<file path="config.mk">
export PLATFORM = sky130hd
export DESIGN_NAME = uart_mmio_bridge
export DESIGN_NICKNAME = d
export VERILOG_FILES = /design/src/rtl/uart_mmio_bridge.sv
export SDC_FILE = /design/constraint.sdc
export NUM_CORES = 1
export LEC_CHECK = 0
export ABC_AREA = 1
export CAP_MARGIN = 5
export CORE_ASPECT_RATIO = 0.8
export CORE_MARGIN = 3
export CORE_UTILIZATION = 45
export DETAILED_ROUTE_END_ITERATION = 7
export GPL_ROUTABILITY_DRIVEN = 0
export HOLD_SLACK_MARGIN = 0.08
export PLACE_DENSITY = 0.67
export SYNTH_ARGS = -nofsm -noshare
export SYNTH_HDL_FRONTEND = slang
export SYNTH_SLANG_ARGS = --single-unit
</file>
<file path="constraint.sdc">
create_clock -name clk -period 5.3 [get_ports clk]
set_input_delay 1.325 -clock clk [delete_from_list [all_inputs] [get_ports clk]]
set_output_delay 1.325 -clock clk [all_outputs]
set_load 0.01 [all_outputs]
</file>
<file path="src/rtl/uart_mmio_bridge.sv">
// Memory-mapped bridge between a core bus and a UART byte stream: TX/RX byte FIFOs, status/control, level irq.
// Bus reads return one cycle later; TX holds its head until tx_tready, RX is always ready and drops on overrun.

module uart_mmio_bridge_fifo #(
  parameter int DEPTH = 8,
  parameter int CW    = $clog2(DEPTH) + 1
) (
  input  logic          clk,
  input  logic          reset,
  input  logic          push_i,
  input  logic          pop_i,
  input  logic          flush_i,
  input  logic [7:0]    din_i,
  output logic [7:0]    head_o,
  output logic [CW-1:0] count_o
);
  localparam int PW = $clog2(DEPTH);

  logic [7:0]    mem_q [DEPTH];
  logic [PW-1:0] rd_ptr_q;
  logic [PW-1:0] wr_ptr_q;
  logic [CW-1:0] count_q;

  // Storage is never reset; occupancy alone defines which entries are live.
  always_ff @(posedge clk) begin
    if (push_i) mem_q[wr_ptr_q] <= din_i;
  end

  always_ff @(posedge clk) begin
    if (reset || flush_i) begin
      rd_ptr_q <= '0;
      wr_ptr_q <= '0;
      count_q  <= '0;
    end else begin
      if (push_i) wr_ptr_q <= wr_ptr_q + PW'(1);
      if (pop_i)  rd_ptr_q <= rd_ptr_q + PW'(1);
      count_q <= count_q + CW'(push_i) - CW'(pop_i);
    end
  end

  assign head_o  = mem_q[rd_ptr_q];
  assign count_o = count_q;
endmodule

module uart_mmio_bridge #(
  parameter int DEPTH = 8,
  parameter int CW    = $clog2(DEPTH) + 1
) (
  input  logic        clk,
  input  logic        reset,
  input  logic        sel,
  input  logic        we,
  input  logic        re,
  input  logic [3:0]  addr,
  input  logic [31:0] wdata,
  output logic [31:0] rdata,
  output logic [7:0]  tx_tdata,
  output logic        tx_tvalid,
  input  logic        tx_tready,
  input  logic [7:0]  rx_tdata,
  input  logic        rx_tvalid,
  output logic        rx_tready,
  output logic        irq
);
  logic [CW-1:0] tx_count;
  logic [CW-1:0] rx_count;
  logic [7:0]    rx_head;

  logic        rx_irq_en_q, tx_irq_en_q;
  logic        rx_ovr_q, rx_ovr_d;
  logic        tx_drop_q, tx_drop_d;
  logic [31:0] rdata_q, rdata_d;
  logic        irq_q, irq_d;
  logic        rx_tready_q;

  logic        wr_acc, rd_acc, ctrl_wr;
  logic        tx_full, tx_push_req, tx_push, tx_pop;
  logic        rx_full, rx_in, rx_push, rx_pop, rx_flush;
  logic [31:0] status, rd_val;
  logic        unused_wdata;

  assign unused_wdata = ^wdata[31:8];

  // A simultaneous write and read is treated as a write only.
  assign wr_acc  = sel & we;
  assign rd_acc  = sel & re & ~we;
  assign ctrl_wr = wr_acc & (addr == 4'h8);

  assign tx_full     = (tx_count == CW'(DEPTH));
  assign tx_pop      = tx_tvalid & tx_tready;
  assign tx_push_req = wr_acc & (addr == 4'h0);
  assign tx_push     = tx_push_req & (~tx_full | tx_pop);

  assign rx_full  = (rx_count == CW'(DEPTH));
  assign rx_pop   = rd_acc & (addr == 4'h0) & (rx_count != '0);
  assign rx_flush = ctrl_wr & wdata[3];
  assign rx_in    = rx_tvalid & rx_tready_q;
  assign rx_push  = rx_in & ~rx_flush & (~rx_full | rx_pop);

  uart_mmio_bridge_fifo #(.DEPTH(DEPTH), .CW(CW)) u_tx_fifo (
    .clk     (clk),
    .reset   (reset),
    .push_i  (tx_push),
    .pop_i   (tx_pop),
    .flush_i (1'b0),
    .din_i   (wdata[7:0]),
    .head_o  (tx_tdata),
    .count_o (tx_count)
  );

  uart_mmio_bridge_fifo #(.DEPTH(DEPTH), .CW(CW)) u_rx_fifo (
    .clk     (clk),
    .reset   (reset),
    .push_i  (rx_push),
    .pop_i   (rx_pop),
    .flush_i (rx_flush),
    .din_i   (rx_tdata),
    .head_o  (rx_head),
    .count_o (rx_count)
  );

  always_comb begin
    status          = '0;
    status[0]       = (rx_count != '0);
    status[1]       = tx_full;
    status[2]       = (tx_count == '0);
    status[3]       = rx_ovr_q;
    status[4]       = tx_drop_q;
    status[8 +: CW] = rx_count;
    status[16 +: CW] = tx_count;

    case (addr)
      4'h0:    rd_val = (rx_count == '0) ? 32'h8000_0000 : {24'h0, rx_head};
      4'h4:    rd_val = status;
      4'h8:    rd_val = {30'h0, tx_irq_en_q, rx_irq_en_q};
      default: rd_val = '0;
    endcase

    rdata_d = rd_acc ? rd_val : '0;
    irq_d   = (rx_irq_en_q & (rx_count != '0)) | (tx_irq_en_q & (tx_count == '0));

    // A new drop/overrun in the same cycle as the clearing write survives it.
    tx_drop_d = (tx_drop_q & ~(ctrl_wr & wdata[2])) | (tx_push_req & tx_full & ~tx_pop);
    rx_ovr_d  = (rx_ovr_q & ~(ctrl_wr & wdata[2])) | (rx_in & ~rx_flush & rx_full & ~rx_pop);
  end

  always_ff @(posedge clk) begin
    if (reset) begin
      rx_irq_en_q <= 1'b0;
      tx_irq_en_q <= 1'b0;
      rx_ovr_q    <= 1'b0;
      tx_drop_q   <= 1'b0;
      rdata_q     <= '0;
      irq_q       <= 1'b0;
      rx_tready_q <= 1'b0;
    end else begin
      if (ctrl_wr) begin
        rx_irq_en_q <= wdata[0];
        tx_irq_en_q <= wdata[1];
      end
      rx_ovr_q    <= rx_ovr_d;
      tx_drop_q   <= tx_drop_d;
      rdata_q     <= rdata_d;
      irq_q       <= irq_d;
      rx_tready_q <= 1'b1;
    end
  end

  assign rdata     = rdata_q;
  assign irq       = irq_q;
  assign rx_tready = rx_tready_q;
  assign tx_tvalid = (tx_count != '0);
endmodule
</file>
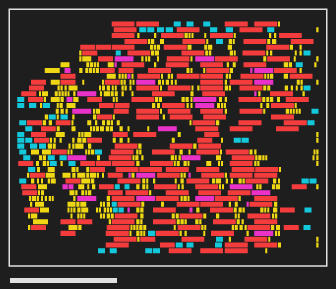
**Above:** run 1 (cells coloured by class).
The bar under the picture is 50 um long.
yellow -> remaining logic cells  # cells 461
cyan -> remaining buffers and delay cells  # cells 60
magenta -> clock drivers and dummy loads  # cells 32
red -> registers  # cells 177
share of the core filled with cells in the final layout: 55.09%
num rows: 40
flip-flop and latch share of the layout cell area: 57.00%

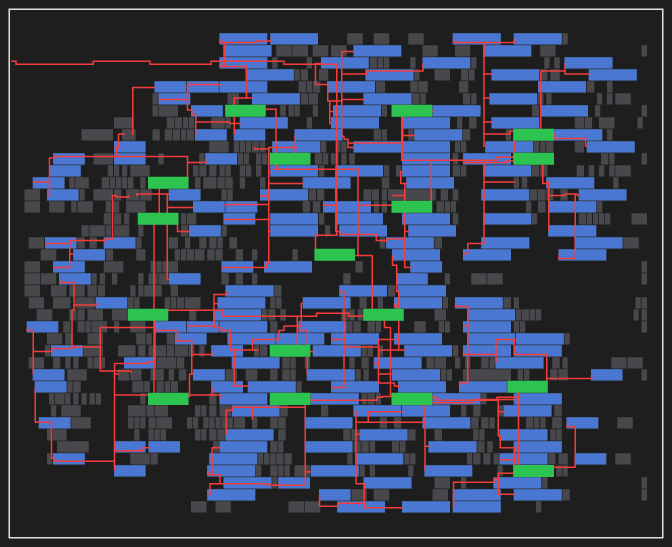
**Above:** run 1 (routed clock nets over the placement).
red -> clock wires  # length 1,960 um
blue -> flip-flops  # count 177
green -> clock-net drivers  # count 17
flops lie = widely spread
routed clock nets = 18

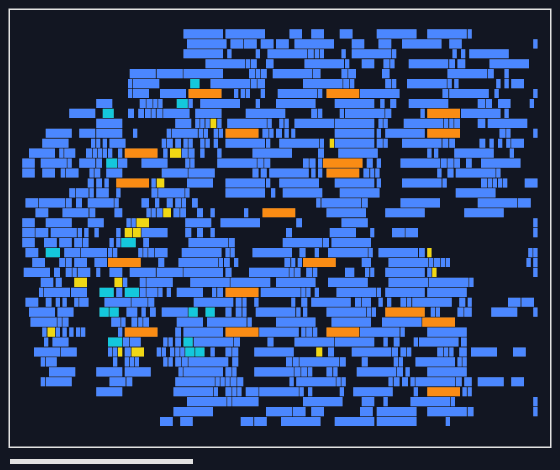
**Above:** run 1 (cells by drive strength).
The bar under the picture is 50 um long.
orange -> x6 and larger  # cells 19, most used clkbuf_16
blue -> x1 and smaller  # cells 679, most used edfxtp_1
cyan -> x3 and x4  # cells 16, most used buf_4
yellow -> x2  # cells 16, most used inv_2
Final WS setup: 1.305 ns
final cell area excluding filler cells: 8464 um2

==> impl_results.html, run 1 <==
<h2>Synthesis and place &amp; route</h2>
<table>
<tr><th>Metric</th><th>Value</th></tr>
<tr><th colspan="2">CTS</th></tr>
<tr><td>Clk_lat worst skew</td><td>0.43 ns</td></tr>
<tr><td>CTS HTree Levels</td><td>4</td></tr>
<tr><td>Post-CTS sizing</td><td>0</td></tr>
<tr><td>Clock-pin slew on the worst setup and hold paths</td><td>0.06 ns</td></tr>
<tr><td>Bufs on Longest Clock Path</td><td>2</td></tr>
<tr><th colspan="2">Power and ir drop</th></tr>
<tr><td>Final Power</td><td>3.290 mW</td></tr>
<tr><td>Leakage power of the design</td><td>3.009 nW</td></tr>
<tr><th colspan="2">GRT</th></tr>
<tr><td>Initial antenna violation count</td><td>0</td></tr>
<tr><td>Wire length of the first global-routing pass</td><td>24.29 mm</td></tr>
<tr><td>Maximum number of pins on one net before global-route repair</td><td>37</td></tr>
<tr><td>Number of global-route vias before repair</td><td>4,574</td></tr>
<tr><th colspan="2">Status</th></tr>
<tr><td>Status</td><td>completed</td></tr>
<tr><th colspan="2">Routing</th></tr>
<tr><td>Initial detailed-routing violation count</td><td>374</td></tr>
<tr><td>Final wirelength</td><td>15.32 mm</td></tr>
<tr><td>Routed length per instance</td><td>16.30 um</td></tr>
<tr><td>Number of vias in the routed layout</td><td>4,741</td></tr>
<tr><td>Antenna-violating nets left</td><td>0</td></tr>
<tr><th colspan="2">Final layout</th></tr>
<tr><td>NumNets Final</td><td>785</td></tr>
<tr><td>Share of final-layout standard cells stronger than drive strength 1</td><td>6.986%</td></tr>
<tr><td>Most frequently placed logic cells in the final layout</td><td>sky130_fd_sc_hd__edfxtp_1 (128), sky130_fd_sc_hd__nor2_1 (125), sky130_fd_sc_hd__nand2_1 (73)</td></tr>
<tr><td>Most used logic cell in the final layout</td><td>sky130_fd_sc_hd__edfxtp_1</td></tr>
<tr><td>Non-filler cells in the finished layout</td><td>940</td></tr>
<tr><th colspan="2">Final timing</th></tr>
<tr><td>Post-Route Skew</td><td>0.008706 ns</td></tr>
<tr><td>Hold violation total from the final report</td><td>0</td></tr>
<tr><td>Cycle use final</td><td>75.38%</td></tr>
<tr><td>Slew of the pin with the lowest slew margin</td><td>1.007 ns</td></tr>
<tr><th colspan="2">Synthesis</th></tr>
<tr><td>Flops out of synthesis</td><td>177</td></tr>
<tr><td>XOR-XNOR Cells, Area Fraction</td><td>0.6052%</td></tr>
<tr><td>Distinct cell type count after synthesis</td><td>34</td></tr>
<tr><td>Post-synth EDFFs</td><td>128</td></tr>
<tr><td>Cell area after synthesis</td><td>7236 um2</td></tr>
<tr><td>Post-synth top flop</td><td>sky130_fd_sc_hd__edfxtp_1</td></tr>
<tr><td>Multiplexer share of the synthesized area</td><td>0%</td></tr>
<tr><td>FA/HA/MAJ Cells, Area Fraction</td><td>3.147%</td></tr>
<tr><td>Async set or reset register ratio after synthesis</td><td>0%</td></tr>
<tr><td>Yosys warning count</td><td>0</td></tr>
<tr><td>Share of synthesized area occupied by flip-flops and latches</td><td>66.68%</td></tr>
<tr><td>Mean cell area of the mapped netlist</td><td>10.95 um2</td></tr>
<tr><th colspan="2">Hold path</th></tr>
<tr><td>Cell depth of the worst min-delay path</td><td>2</td></tr>
<tr><th colspan="2">Critical path</th></tr>
<tr><td>Setup slack of the worst register-to-register path</td><td>2.96 ns</td></tr>
<tr><td>Endpoint arrival time on the critical path</td><td>2.67 ns</td></tr>
<tr><td>Cell with the biggest individual delay on the critical path</td><td>sky130_fd_sc_hd__dfxtp_1</td></tr>
<tr><td>Largest fanout on the critical path</td><td>17</td></tr>
<tr><td>Capturing point of the worst reg2reg path</td><td>u_tx_fifo.mem_q[4][2]$_DFFE_PP_</td></tr>
<tr><th colspan="2">Floorplan</th></tr>
<tr><td>Floorplan-stage core utilization</td><td>47.09%</td></tr>
<tr><td>IO Count</td><td>94</td></tr>
<tr><th colspan="2">Placed design</th></tr>
<tr><td>Placed Area</td><td>7910 um2</td></tr>
</table>
## run 1: cell type report
| type | count | area [um2] |
|---|---|---|
| Sequential cell | 177 | 4825 |
| Timing Repair Buffer | 60 | 585.6 |
| Tap cell | 210 | 262.8 |
| Fill cell | 1288 | 6900 |
| Multi-Input combinational cell | 414 | 2061 |
| Clock inverter | 12 | 117.6 |
| Inverter | 47 | 176.4 |
| Clock buffer | 20 | 436.7 |
## run 1: power breakdown
part           internal (mW)  leakage, nW  switching (mW)
Combinational          0.218         1.19           0.326
Clock                  0.686        0.264           0.496
Sequential              1.53         1.55          0.0360
## run 1: critical path: cells and delay by family, from the launching register on
kind	cells	cell delay, ns
compound gates	2	0.31
buf+inv	2	1.03
flops	1	0.71
simple gates	1	0.18
## run 1: routing by layer
metal / part of all wire [%] / routed length [um] / global-route usage (%) / vias up
met3: 6.2 / 948 / 5.287 / 9
li1: - / - / - / 2351
met2: 46 / 7087 / 27.73 / 125
met5: 0 / 0 / 0 / -
met4: 0.68 / 104 / 4.889 / 0
met1: 47 / 7181 / 24.75 / 2256
## run 1: registers in the layout (all words and copies together), names as in the netlist, 3 cells and up, named ones only
| register | cells |
|---|---|
| u_rx_fifo.mem_q | 64 |
| u_tx_fifo.mem_q | 64 |
| rdata | 17 |
| u_rx_fifo.count_o | 4 |
| u_tx_fifo.count_o | 4 |
| u_rx_fifo.rd_ptr_q | 3 |
| u_rx_fifo.wr_ptr_q | 3 |
| u_tx_fifo.rd_ptr_q | 3 |
| u_tx_fifo.wr_ptr_q | 3 |
## run 1: through the flow
step           setup WS, ns  hold slack [ns]
2_1_floorplan         2.372           0.4331
3_3_place_gp          1.617           0.4523
3_5_place_dp          1.520           0.4546
4_1_cts               1.222           0.4726
5_1_grt               1.008           0.5031
6_report              1.305           0.4710
==> inputs of run 2 (changes only) <==
--- a/config.mk
+++ b/config.mk
@@ -13,7 +13,7 @@
 export DETAILED_ROUTE_END_ITERATION = 7
 export GPL_ROUTABILITY_DRIVEN = 0
 export HOLD_SLACK_MARGIN = 0.08
-export PLACE_DENSITY = 0.67
+export PLACE_DENSITY = 0.7
 export SYNTH_ARGS = -nofsm -noshare
 export SYNTH_HDL_FRONTEND = slang
 export SYNTH_SLANG_ARGS = --single-unit
==> constraint.sdc (replaced) <==
create_clock -name clk -period 3.29 [get_ports clk]
set_input_delay 0.8225 -clock clk [delete_from_list [all_inputs] [get_ports clk]]
set_output_delay 0.8225 -clock clk [all_outputs]
set_load 0.01 [all_outputs]
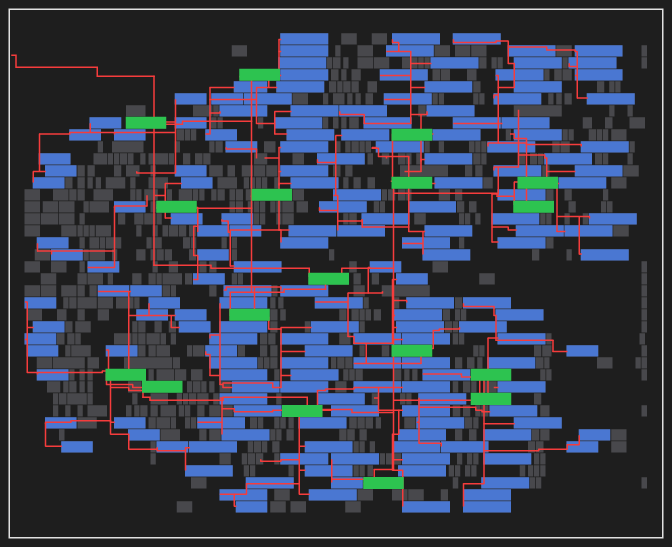
**Above:** run 2 (routed clock nets over the placement).
blue -> flip-flops  # count 177
red -> clock wires  # length 1,950 um
green -> clock-net drivers  # count 17
flops lie = widely spread
Power Clock: 2.10 mW
Post-Route Skew: 0.01380 ns
share of power burned in the clock network: 38.1%
clk_lat worst skew: 0.43 ns

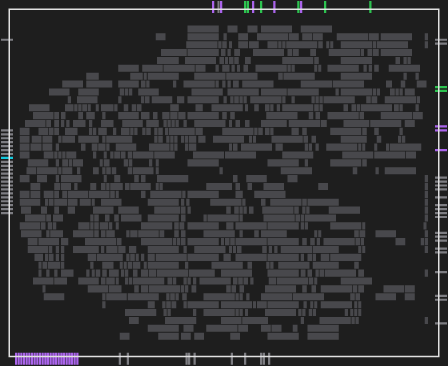
**Above:** run 2 (pin map).
Pins as bars across the die edge, other pins in grey.
purple -> wdata  # pins 32, direction input, edge 24 bottom, 5 top, 3 right
green -> tx_tdata  # pins 8, direction output, edge 6 top, 2 right
cyan -> tx_tvalid  # pins 1, direction output, edge left
all pins by edge = 34 bottom, 25 right, 23 left, 12 top

==> run 2 against run 1 <==
- register-to-register slack lost 2.0 ns
- synthesized cell count is the same
- non-clock buffer count grew 16
- critical endpoint is now tx_tdata[3]
- sequential power grew 62%
- clock skew grew 0.0051 ns
- sequential cell count is the same
- design area grew 2.2%
- hold slack lost 0.0087 ns
- first-iteration DRC count grew 1.9%
- area after synthesis is the same
- critical path type unchanged
- die area is the same
- combinational power grew 65%
==> impl_results.html, run 2 <==
<h2>Synthesis and place &amp; route</h2>
<table>
<tr><th>Metric</th><th>Value</th></tr>
<tr><th colspan="2">Routing</th></tr>
<tr><td>Number of vias in the routed layout</td><td>4,875</td></tr>
<tr><td>Antenna-violating nets left</td><td>0</td></tr>
<tr><td>Initial detailed-routing violation count</td><td>381</td></tr>
<tr><th colspan="2">Final timing</th></tr>
<tr><td>Smallest hold slack</td><td>0.4623 ns</td></tr>
<tr><td>Cycle use final</td><td>95.12%</td></tr>
<tr><td>Slew of the pin with the lowest slew margin</td><td>0.8257 ns</td></tr>
<tr><th colspan="2">Synthesis</th></tr>
<tr><td>Distinct cell type count after synthesis</td><td>34</td></tr>
<tr><td>Mean cell area of the mapped netlist</td><td>10.95 um2</td></tr>
<tr><td>Yosys warning count</td><td>0</td></tr>
<tr><td>Async set or reset register ratio after synthesis</td><td>0%</td></tr>
<tr><td>Flops out of synthesis</td><td>177</td></tr>
<tr><td>Post-synth EDFFs</td><td>128</td></tr>
<tr><td>Post-synth top flop</td><td>sky130_fd_sc_hd__edfxtp_1</td></tr>
<tr><td>Share of synthesized area occupied by flip-flops and latches</td><td>66.68%</td></tr>
<tr><th colspan="2">GRT</th></tr>
<tr><td>Initial antenna violation count</td><td>0</td></tr>
<tr><td>Wire length of the first global-routing pass</td><td>24.41 mm</td></tr>
<tr><td>Maximum number of pins on one net before global-route repair</td><td>33</td></tr>
<tr><td>Number of global-route vias before repair</td><td>4,765</td></tr>
<tr><th colspan="2">Final layout</th></tr>
<tr><td>NumNets Final</td><td>801</td></tr>
<tr><td>Most frequently placed logic cells in the final layout</td><td>sky130_fd_sc_hd__edfxtp_1 (128), sky130_fd_sc_hd__nor2_1 (125), sky130_fd_sc_hd__nand2_1 (73)</td></tr>
<tr><td>Share of the core filled with cells in the final layout</td><td>56.30%</td></tr>
<tr><td>Area growth from synthesis to final layout</td><td>19.56%</td></tr>
<tr><td>Most used logic cell in the final layout</td><td>sky130_fd_sc_hd__edfxtp_1</td></tr>
<tr><td>Fillers</td><td>1,276</td></tr>
<tr><th colspan="2">Status</th></tr>
<tr><td>Status</td><td>completed</td></tr>
<tr><th colspan="2">Critical path</th></tr>
<tr><td>Critical Path Stages</td><td>6</td></tr>
<tr><td>Sum of buffers and inverters on the critical path</td><td>2</td></tr>
<tr><td>Setup slack of the worst register-to-register path</td><td>1.01 ns</td></tr>
<tr><td>Top delay family on crit path</td><td>buffers and inverters</td></tr>
<tr><td>Capturing point of the worst reg2reg path</td><td>u_tx_fifo.count_o[2]$_SDFF_PP0_</td></tr>
<tr><td>Endpoint arrival time on the critical path</td><td>2.31 ns</td></tr>
<tr><td>Cell with the biggest individual delay on the critical path</td><td>sky130_fd_sc_hd__clkdlybuf4s50_1</td></tr>
<tr><td>Largest fanout on the critical path</td><td>22</td></tr>
<tr><td>Slowest Stage Delay on Critical Path</td><td>0.56 ns</td></tr>
<tr><th colspan="2">Power and ir drop</th></tr>
<tr><td>Final Power</td><td>5.518 mW</td></tr>
<tr><td>Leakage power of the design</td><td>3.136 nW</td></tr>
<tr><th colspan="2">Floorplan</th></tr>
<tr><td>Num rows</td><td>40</td></tr>
<tr><td>Floorplan-stage core utilization</td><td>47.09%</td></tr>
<tr><td>IO Count</td><td>94</td></tr>
<tr><th colspan="2">Placed design</th></tr>
<tr><td>Placed Area</td><td>8030 um2</td></tr>
<tr><th colspan="2">CTS</th></tr>
<tr><td>Bufs on Longest Clock Path</td><td>2</td></tr>
<tr><td>Post-CTS sizing</td><td>1</td></tr>
<tr><td>Clock-pin slew on the worst setup and hold paths</td><td>0.06 ns</td></tr>
<tr><th colspan="2">Hold path</th></tr>
<tr><td>Cell depth of the worst min-delay path</td><td>2</td></tr>
</table>
run 2: cell counts after synthesis:
No cell type changed its count.
run 2: report_power, final:
group          leakage, nW  internal, mW  switching [mW]
sequential            1.55          2.46          0.0552
combinational         1.28         0.364           0.536
clock                0.306          1.27           0.831
total                 3.14          4.10            1.42
run 2: metal layers:
metal | share of wire [%] | global-route usage (%) | wire, um | up-vias
li1 | - | - | - | 2385
met1 | 46 | 24.33 | 7096 | 2321
met2 | 47 | 28.07 | 7179 | 153
met3 | 6.2 | 5.173 | 954 | 16
met4 | 1.1 | 5.646 | 165 | 0
met5 | 0 | 0 | 0 | -
run 2: worst min-delay path, delay by kind of cell, from the launching register on:
kind | cells | cell delay, ns
DFF | 1 | 0.31
AOI/OAI and AO/OA | 1 | 0.06
buffers and inverters | 1 | 0.05
run 2: area by class of cell:
class	count	area, um2	share of cell area (%)
Inverter	47	178.9	2.068
Clock inverter	14	187.7	2.170
Clock buffer	18	429.2	4.961
Timing Repair Buffer	76	705.7	8.157
Multi-Input combinational cell	414	2061	23.82
Tap cell	210	262.8	3.037
Sequential cell	177	4826	55.79
run 2: cells by family after synthesis:
| kind of cell | count (synthesis) | share of synthesized area, % |
|---|---|---|
| buffers and inverters | 84 | 5.568 |
| DFF | 177 | 66.68 |
| and+or+nand+nor | 262 | 15.63 |
| AOI/OAI and AO/OA | 115 | 8.318 |
| other | 1 | 0.05183 |
| xor gates and xnor gates | 5 | 0.6052 |
| adders and majority gates | 17 | 3.147 |
run 2: stage by stage:
stage / setup slack [ns] / instances
3_3_place_gp: 0.2556 / 924
4_1_cts: 0.08941 / 956
2_1_floorplan: 0.8644 / 675
6_report: 0.1606 / 956
5_1_grt: 0.03205 / 956
3_5_place_dp: 0.1821 / 924
Power and IR drop assume default switching activity.
